[src/rtl/traffic_phase_ctrl.sv]
// Two-road traffic-light controller: prescaled 1 s tick, programmable phase
// durations, all-red clearance, pedestrian green truncation and yellow flash.
module traffic_phase_ctrl #(
  parameter int unsigned TW         = 10,
  parameter int unsigned TICK_DIV   = 50000000,
  parameter int unsigned DEF_GREEN  = 25,
  parameter int unsigned DEF_YELLOW = 5,
  parameter int unsigned DEF_ALLRED = 2,
  parameter int unsigned PED_MIN    = 5
) (
  input  logic          clk,
  input  logic          rst_n,
  input  logic          cfg_we,
  input  logic [1:0]    cfg_addr,
  input  logic [TW-1:0] cfg_data,
  input  logic          ped_req,
  input  logic          flash_mode,
  output logic          north_red_led,
  output logic          north_green_led,
  output logic          north_yellow_led,
  output logic          west_red_led,
  output logic          west_green_led,
  output logic          west_yellow_led,
  output logic [2:0]    phase,
  output logic [TW-1:0] remain
);

  localparam int unsigned CW = (TICK_DIV > 1) ? $clog2(TICK_DIV) : 1;

  typedef enum logic [2:0] {
    S_NG    = 3'd0,
    S_NY    = 3'd1,
    S_AR1   = 3'd2,
    S_WG    = 3'd3,
    S_WY    = 3'd4,
    S_AR2   = 3'd5,
    S_FLASH = 3'd6
  } state_t;

  state_t        r_state, w_state_nxt;
  logic [TW-1:0] r_remain, w_remain_nxt;
  logic          r_granted, w_granted_nxt;
  logic          r_blink, w_blink_nxt;
  logic [CW-1:0] r_cnt;
  logic          w_tick;
  logic [TW-1:0] r_dur_green, r_dur_yellow, r_dur_allred;

  // A programmed zero still has to show the phase for one tick.
  function automatic logic [TW-1:0] eff_dur(input logic [TW-1:0] d);
    return (d == '0) ? TW'(1) : d;
  endfunction

  assign w_tick = (r_cnt == CW'(TICK_DIV - 1));

  always_ff @(posedge clk or negedge rst_n) begin
    if (!rst_n) begin
      r_cnt <= '0;
    end else if (w_tick) begin
      r_cnt <= '0;
    end else begin
      r_cnt <= r_cnt + CW'(1);
    end
  end

  always_ff @(posedge clk or negedge rst_n) begin
    if (!rst_n) begin
      r_dur_green  <= TW'(DEF_GREEN);
      r_dur_yellow <= TW'(DEF_YELLOW);
      r_dur_allred <= TW'(DEF_ALLRED);
    end else if (cfg_we) begin
      case (cfg_addr)
        2'd0:    r_dur_green  <= cfg_data;
        2'd1:    r_dur_yellow <= cfg_data;
        2'd2:    r_dur_allred <= cfg_data;
        default: ;
      endcase
    end
  end

  // State register together with the countdown and per-phase flags.
  always_ff @(posedge clk or negedge rst_n) begin
    if (!rst_n) begin
      r_state   <= S_NG;
      r_remain  <= eff_dur(TW'(DEF_GREEN));
      r_granted <= 1'b0;
      r_blink   <= 1'b0;
    end else begin
      r_state   <= w_state_nxt;
      r_remain  <= w_remain_nxt;
      r_granted <= w_granted_nxt;
      r_blink   <= w_blink_nxt;
    end
  end

  // Priority: flash entry/exit, then pedestrian truncation, then tick countdown.
  always_comb begin
    w_state_nxt   = r_state;
    w_remain_nxt  = r_remain;
    w_granted_nxt = r_granted;
    w_blink_nxt   = r_blink;
    if (flash_mode) begin
      w_state_nxt  = S_FLASH;
      w_remain_nxt = '0;
      if (r_state != S_FLASH) begin
        w_blink_nxt = 1'b1;
      end else if (w_tick) begin
        w_blink_nxt = ~r_blink;
      end
    end else if (r_state == S_FLASH) begin
      w_state_nxt  = S_AR2;
      w_remain_nxt = eff_dur(r_dur_allred);
    end else if ((r_state == S_NG || r_state == S_WG) && ped_req && !r_granted &&
                 (r_remain > TW'(PED_MIN))) begin
      w_remain_nxt  = TW'(PED_MIN);
      w_granted_nxt = 1'b1;
    end else if (w_tick) begin
      if (r_remain > TW'(1)) begin
        w_remain_nxt = r_remain - TW'(1);
      end else begin
        case (r_state)
          S_NG: begin
            w_state_nxt  = S_NY;
            w_remain_nxt = eff_dur(r_dur_yellow);
          end
          S_NY: begin
            w_state_nxt  = S_AR1;
            w_remain_nxt = eff_dur(r_dur_allred);
          end
          S_AR1: begin
            w_state_nxt   = S_WG;
            w_remain_nxt  = eff_dur(r_dur_green);
            w_granted_nxt = 1'b0;
          end
          S_WG: begin
            w_state_nxt  = S_WY;
            w_remain_nxt = eff_dur(r_dur_yellow);
          end
          S_WY: begin
            w_state_nxt  = S_AR2;
            w_remain_nxt = eff_dur(r_dur_allred);
          end
          default: begin
            w_state_nxt   = S_NG;
            w_remain_nxt  = eff_dur(r_dur_green);
            w_granted_nxt = 1'b0;
          end
        endcase
      end
    end
  end

  // Lamp decode from the registered state only.
  always_comb begin
    north_red_led    = 1'b0;
    north_green_led  = 1'b0;
    north_yellow_led = 1'b0;
    west_red_led     = 1'b0;
    west_green_led   = 1'b0;
    west_yellow_led  = 1'b0;
    case (r_state)
      S_NG: begin
        north_green_led = 1'b1;
        west_red_led    = 1'b1;
      end
      S_NY: begin
        north_yellow_led = 1'b1;
        west_red_led     = 1'b1;
      end
      S_WG: begin
        west_green_led = 1'b1;
        north_red_led  = 1'b1;
      end
      S_WY: begin
        west_yellow_led = 1'b1;
        north_red_led   = 1'b1;
      end
      S_FLASH: begin
        north_yellow_led = r_blink;
        west_yellow_led  = r_blink;
      end
      default: begin
        north_red_led = 1'b1;
        west_red_led  = 1'b1;
      end
    endcase
  end

  assign phase  = r_state;
  assign remain = r_remain;

endmodule

[config.mk]
export PLATFORM = sky130hd
export DESIGN_NAME = traffic_phase_ctrl
export DESIGN_NICKNAME = d
export VERILOG_FILES = /design/src/rtl/traffic_phase_ctrl.sv
export SDC_FILE = /design/constraint.sdc
export NUM_CORES = 1
export LEC_CHECK = 0
export CORE_MARGIN = 2
export CORE_UTILIZATION = 45
export DETAILED_ROUTE_END_ITERATION = 10
export GPL_TIMING_DRIVEN = 0
export PLACE_DENSITY = 0.72
export SYNTH_ARGS = -nofsm -noshare
export SYNTH_HDL_FRONTEND = slang
export SYNTH_SLANG_ARGS = --single-unit
[constraint.sdc]
create_clock -name clk -period 4.4 [get_ports clk]
set_clock_uncertainty 0.15 [all_clocks]
set_input_delay 0.66 -clock clk [delete_from_list [all_inputs] [get_ports clk]]
set_output_delay 0.66 -clock clk [all_outputs]
set_load 0.05 [all_outputs]
==> results.txt, run 1 <==
Results of the flow run.

The flow ran to the end, and the final reports show no timing, DRC or antenna violations. The transition time recorded at the tightest slew-check pin is 892.3 ps. TritonCTS built the clock tree. The worst pin sits at a relative slew slack of 0.4052. The cell type that accounts for the most area after synthesis is sky130_fd_sc_hd__dfrtp_1. In the per-layer breakdown of the detailed-route log, met1 shows 4.934 mm. Buffers added to address setup during post-CTS repair amount to 0.

The depth of the critical timing path with buffers and inverters included stands at 6. The portion of synthesized area spent on multiplexers is 0.1057. After synthesis, the most frequently instantiated cells are 62 x sky130_fd_sc_hd__dfrtp_1, 39 x sky130_fd_sc_hd__nor2_1, 38 x sky130_fd_sc_hd__nand2_1. Of the total power, the share spent switching nets is 0.3564. The buffering stage count on the worst path with inverters included stands at 4. The share of synthesized cell area in and-or and or-and compound cells stands at 0.1354. According to the tapcell log, the count of inserted taps is 108. met2 track demand over resource after global routing is 0.3228. The worst register-to-register path begins at remain[0]. The H-tree generated during clock tree synthesis spans 3 levels. The post-CTS clock slew at the launch and capture registers of the worst setup and hold paths stands at 80 ps.

In the post-route analysis, the smallest setup slack over all paths is 588.7 ps. The plain and repair buffers instantiated in the layout total 56. Of the post-synthesis cell area, the dominant cell type holds 0.3833.

The detailed-routing iteration count for the pre-antenna-repair pass stands at 6. After detailed routing, no signal wire sits above met4. For this run, the register share of the synthesized area comes to 0.4417. Summing all multi-input logic gate instances after layout gives 0.002141 mm2. Among all cell types in the netlist, the one instantiated most often is sky130_fd_sc_hd__dfrtp_1. In the Yosys report the total cell count is 421. The required time of the critical path stands at 3590 ps. The total number of vias stands at 3,471. The script logs the mean routed wire length per placed instance as 17.62 um. The floorplan step records an initial core utilization of 0.4641.

The synthesis warning total stands at 0. In the final layout, the fill cell count is 797. The initial antenna violation count was 0. The layout report lists the clock-cell share of area as 0.04695. In this run the full chip footprint comes out at 0.009769 mm2. The last weighted congestion value of the routability-driven placer stands at 0.9410.

The net count after synthesis stands at 441. Per the timing report, the most critical flop-to-flop path finishes at remain[6]. The post-synthesis instance total stands at 421. Gates resized during post-CTS repair numbered 0.

According to the CTS report, the clock sink count is 71. Of the total power, the clock network draws 0.289. In the setup report, the worst path falls into the class register to output port. The share of total power dissipated in sequential elements is 0.405. The standby leakage power stands at 2.040 nW. The fraction of synthesized cell area in xor and xnor cells stands at 0.06059.

The wire length of the first global-routing pass stands at 17.31 mm. The met3 wire length stands at 485 um. The largest driver fanout on the critical path stands at 10.

The final tally of setup violations stands at 0. The via count of the first global-routing pass stands at 3,318. The residual DRC count stands at 0.

The clock passes through at most 2 buffers. The tightest min-delay check is of the primary input to async pin type. The most critical hold endpoint after final layout shows a slack of 276.9 ps. The global routing report lists met3 layer usage as 0.03262. The number of buffers created by CTS stands at 9. Ranking logic cells in the layout by count gives the top entries 62 x sky130_fd_sc_hd__dfrtp_1, 39 x sky130_fd_sc_hd__nor2_1, 38 x sky130_fd_sc_hd__nand2_1, 33 x sky130_fd_sc_hd__clkdlybuf4s50_1, 31 x sky130_fd_sc_hd__nand3_1. The worst reg-to-reg setup slack stands at 1630 ps. The synthesized design contains 71 register bits. The worst setup path is launched from a register. The combinational power reported by the tool is 0.000627 W. Setup repair after global routing left no endpoint under its margin. The fraction of cell area in multi-input combinational cells is reported as 0.4513.

Clock tree synthesis selected as its root buffer the cell sky130_fd_sc_hd__clkbuf_8. The internal cell power stands at 0.001319 W. Per STA, the worst path is made up of clkbuf_1, clkbuf_1, buf_1, nand2_1, o21ai_1, clkdlybuf4s50_1. The antenna diode count stands at 0. The endpoint arrival time on the critical path stands at 3000 ps. By area, the class that comes first in the final layout consists of combinational gates. Prior to clock tree synthesis, the placed netlist has a worst setup slack of 971.0 ps. The proportion of layout cells with a drive suffix above 1 stands at 0.1210. Broken down by cell family, the worst path's largest delay share belongs to buffers and inverters. The final layout report lists a clock buffer count of 11. Power attributed to sequential cells is 0.000830 W. The area of the synthesized netlist per yosys stat stands at 0.004048 mm2. In the post-synthesis netlist, the biggest area contributors are sky130_fd_sc_hd__dfrtp_1 38%, sky130_fd_sc_hd__mux2_2 6.1%, sky130_fd_sc_hd__dfstp_2 5.8%. Counting distinct cell types in the post-synthesis netlist gives 59. Yosys mapped a number of flops with a built-in enable equal to 0. The global route stage reports its total congestion overflow as 0. The synthesis report gives the async set-or-reset register share as 1.000. In the synthesized netlist, the dominant kind of combinational cell is simple AND/OR/NAND/NOR gates.

The combinational share of power stands at 0.306. Of all the cell area in the finished design, non-clock buffers hold 0.09074. Per the placement report, the placed cell count is 563. Looking at the group totals, the largest power group turns out to be registers.

The number of warnings the tools reported stands at 27. In this run the cell area of the synthesized design comes to 0.004048 mm2. The standard cell area after detailed placement stands at 0.004521 mm2.

The port buffer count stands at 34. The final layout contains a sequential cell count of 71. According to the finish report, the design has a final net count of 486. In this run the power density over the cells is 432.0 mW/mm2.
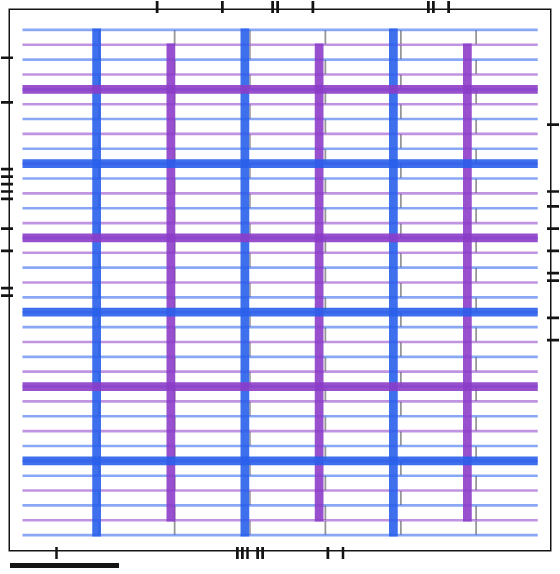
*Floorplan with the power grid, run 1*
The bar under the picture is 20 um long. Pins as bars on the die edge. Tap cells in gray.
Key: purple = VDD; blue = VSS
108 tap cells. 36 signal pins sit on the boundary.
largest vdd supply drop: 0.2212 mV
height of the die: 98.84 um
die width: 98.84 um
core area: 0.008721 mm2

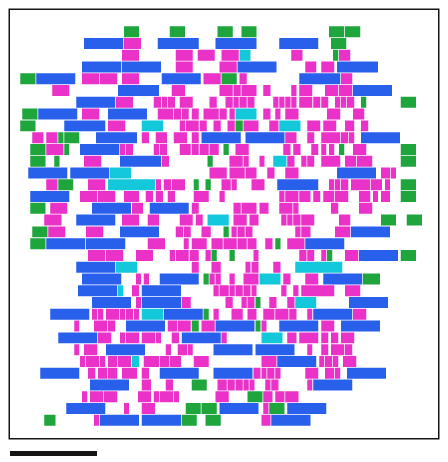
*Cells colored by class, run 1*
The bar under the picture is 20 um long.
Key: green = other buffers and delay cells [cells 56, share of their area 9.3%]; blue = flip-flops [cells 71, share of their area 39%]; cyan = clock drivers and dummy loads [cells 16, share of their area 4.8%]; magenta = all other logic [cells 328, share of their area 47%]
register fraction of the total cell area: 0.3769
Util after Layout: 0.5439
Site Rows: 34
post-route standard cell area excluding fillers: 0.004743 mm2

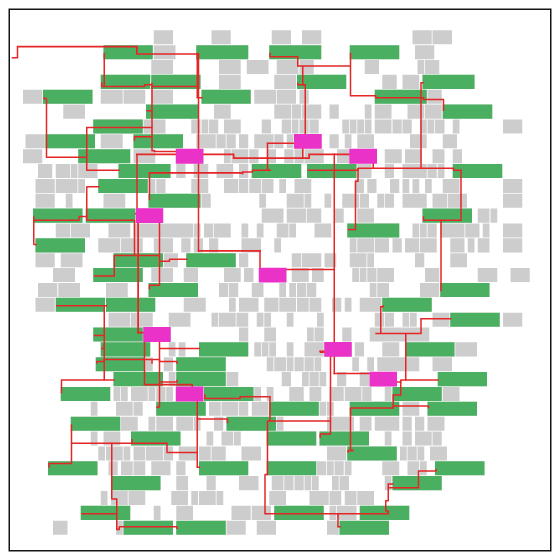
*Clock wires, drivers and flops, run 1*
Key: magenta = cells driving clock nets [count 9]; green = flip-flops [count 71]; red = clock wires [length 981 um]
Position of the flops: spread over the die.
power drawn by the clock network: 0.000592 W
clk latency late pin: 350 ps

### Track usage over the die, run 1

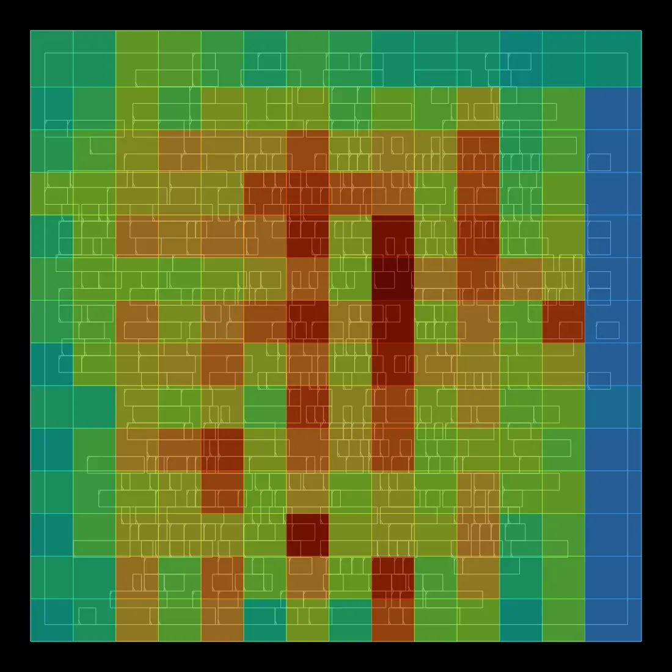

==> inputs of run 2 (changes only) <==
--- a/config.mk
+++ b/config.mk
@@ -6,10 +6,10 @@
 export NUM_CORES = 1
 export LEC_CHECK = 0
 export CORE_MARGIN = 2
-export CORE_UTILIZATION = 45
+export CORE_UTILIZATION = 62
 export DETAILED_ROUTE_END_ITERATION = 10
 export GPL_TIMING_DRIVEN = 0
-export PLACE_DENSITY = 0.72
+export PLACE_DENSITY = 0.92
 export SYNTH_ARGS = -nofsm -noshare
 export SYNTH_HDL_FRONTEND = slang
 export SYNTH_SLANG_ARGS = --single-unit
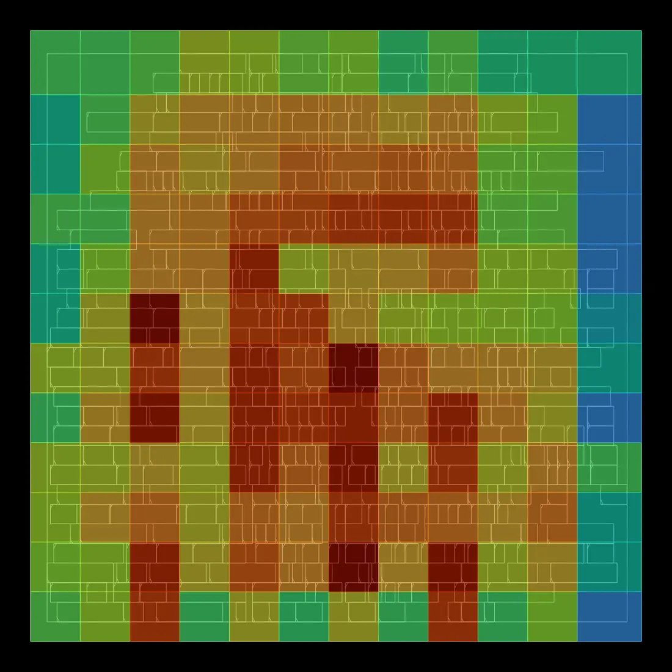
*Track usage over the die, run 2*
global router's overall resource usage: 0.3081
layer with the highest usage: met2

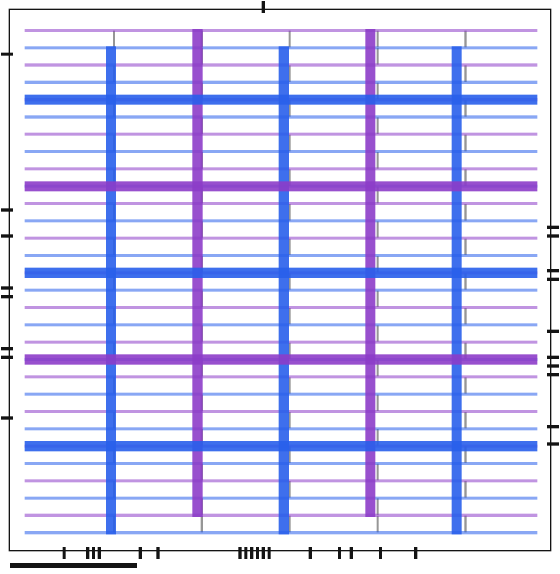
*Floorplan with the power grid, run 2*
The bar under the picture is 20 um long. Pins as bars on the die edge. Tap cells in gray.
Key: blue = VSS; purple = VDD
5 straps on met4. 36 signal pins sit on the boundary. 77 tap cells.

==> results.txt, run 2 <==
Results of the flow run.

After clock tree synthesis, the setup repair step added 0 buffers. By area the synthesized netlist is led by sky130_fd_sc_hd__dfrtp_1 38%, sky130_fd_sc_hd__mux2_2 6.1%, sky130_fd_sc_hd__dfstp_2 5.8%. The analysis attributes to cell leakage a power of 2.061 nW. The tightest min-delay check is of the primary input to async pin type.

The share of synthesized cell area in and-or and or-and compound cells stands at 0.1354. The finished cells cover 0.004743 mm2. The endpoint identified for the worst register-to-register timing path is r_cnt[14]. Cell internal power was estimated by the tool at 0.001418 W. The layout report lists the clock-cell share of area as 0.05513.

met3 track demand over resource after global routing is 0.05801. The port buffer count stands at 34. The flow ran to the end, and the final reports show no timing, DRC or antenna violations. The pre-antenna-repair detailed-routing pass consisted of 5 iterations. The final net count stands at 486. Recorded from the global router log, the overflow total was 0. The H-tree depth stands at 3. Once routing completed, OpenROAD measured the worst setup slack at 709.2 ps. The share of total power consumed by net switching stands at 0.3422. The largest share of the power goes to registers. The cell type that accounts for the most area after synthesis is sky130_fd_sc_hd__dfrtp_1. The number of clock sinks seen by CTS stands at 71. The root buffer cell chosen for the clock tree is sky130_fd_sc_hd__clkbuf_8. After clock tree synthesis, the clock-pin slew on the worst setup and hold paths is 70 ps.

The synthesis warning total stands at 0. The number of filler instances in the final layout stands at 443. In the setup report, the worst path falls into the class register to output port. The flow reports power dissipated in the clock network as 0.000691 W. The part of the power in the clock network stands at 0.321. The clock latency of the later-clocked register in the worst-skew pair stands at 360 ps. Data arrives at the worst endpoint at 2880 ps. The placed cell count stands at 532.

The met2 capacity usage during global routing stands at 0.4674. The flow reports power dissipated in combinational cells as 0.000626 W. Per the timing report, the most critical flop-to-flop path originates at r_cnt[0]. Per the OpenROAD floorplan log, the area of the core is 0.006350 mm2. The power per cell area stands at 454.5 mW/mm2.

Per the detail_route report, DRC violations left total 0. Hold is met by 250.0 ps. The repair_antennas step left the layout with diodes totalling 0. The CTS report gives the tree buffer count as 9. The count of cell types in the netlist stands at 59. The headroom to the max-slew limit stands at 0.4256.

In this run the horizontal extent of the chip is 84.80 um. The last weighted congestion value of the routability-driven placer stands at 0.9598. The buffering stage count on the worst path with inverters included stands at 4. The post-synthesis instance total stands at 421. In the final design, more cell area goes to combinational gates than to any other class. After layout, the buffer instance count without clock buffers stands at 56. In the layout the commonest cells are 62 x sky130_fd_sc_hd__dfrtp_1, 39 x sky130_fd_sc_hd__nor2_1, 38 x sky130_fd_sc_hd__nand2_1, 33 x sky130_fd_sc_hd__clkdlybuf4s50_1, 31 x sky130_fd_sc_hd__nand3_1. TritonCTS built the clock tree. The starting density of the core stands at 0.6374.

sky130_fd_sc_hd__dfrtp_1 is the most common cell in the netlist. In this run the cell area of the synthesized design comes to 0.004048 mm2. The number of flip-flops and latches stands at 71.

Of all nets on the critical path, the largest fanout is 10. The wire length of the first global-routing pass stands at 17.19 mm. Setup repair after global routing left no endpoint under its margin. The number of warnings reported in the stage logs is 27.

The met3 wire length stands at 888 um. The worst setup slack after placement stands at 1139 ps. The well-tap cell count stands at 77.
Power figures rest on the tool's default switching activity, not on a simulated workload.
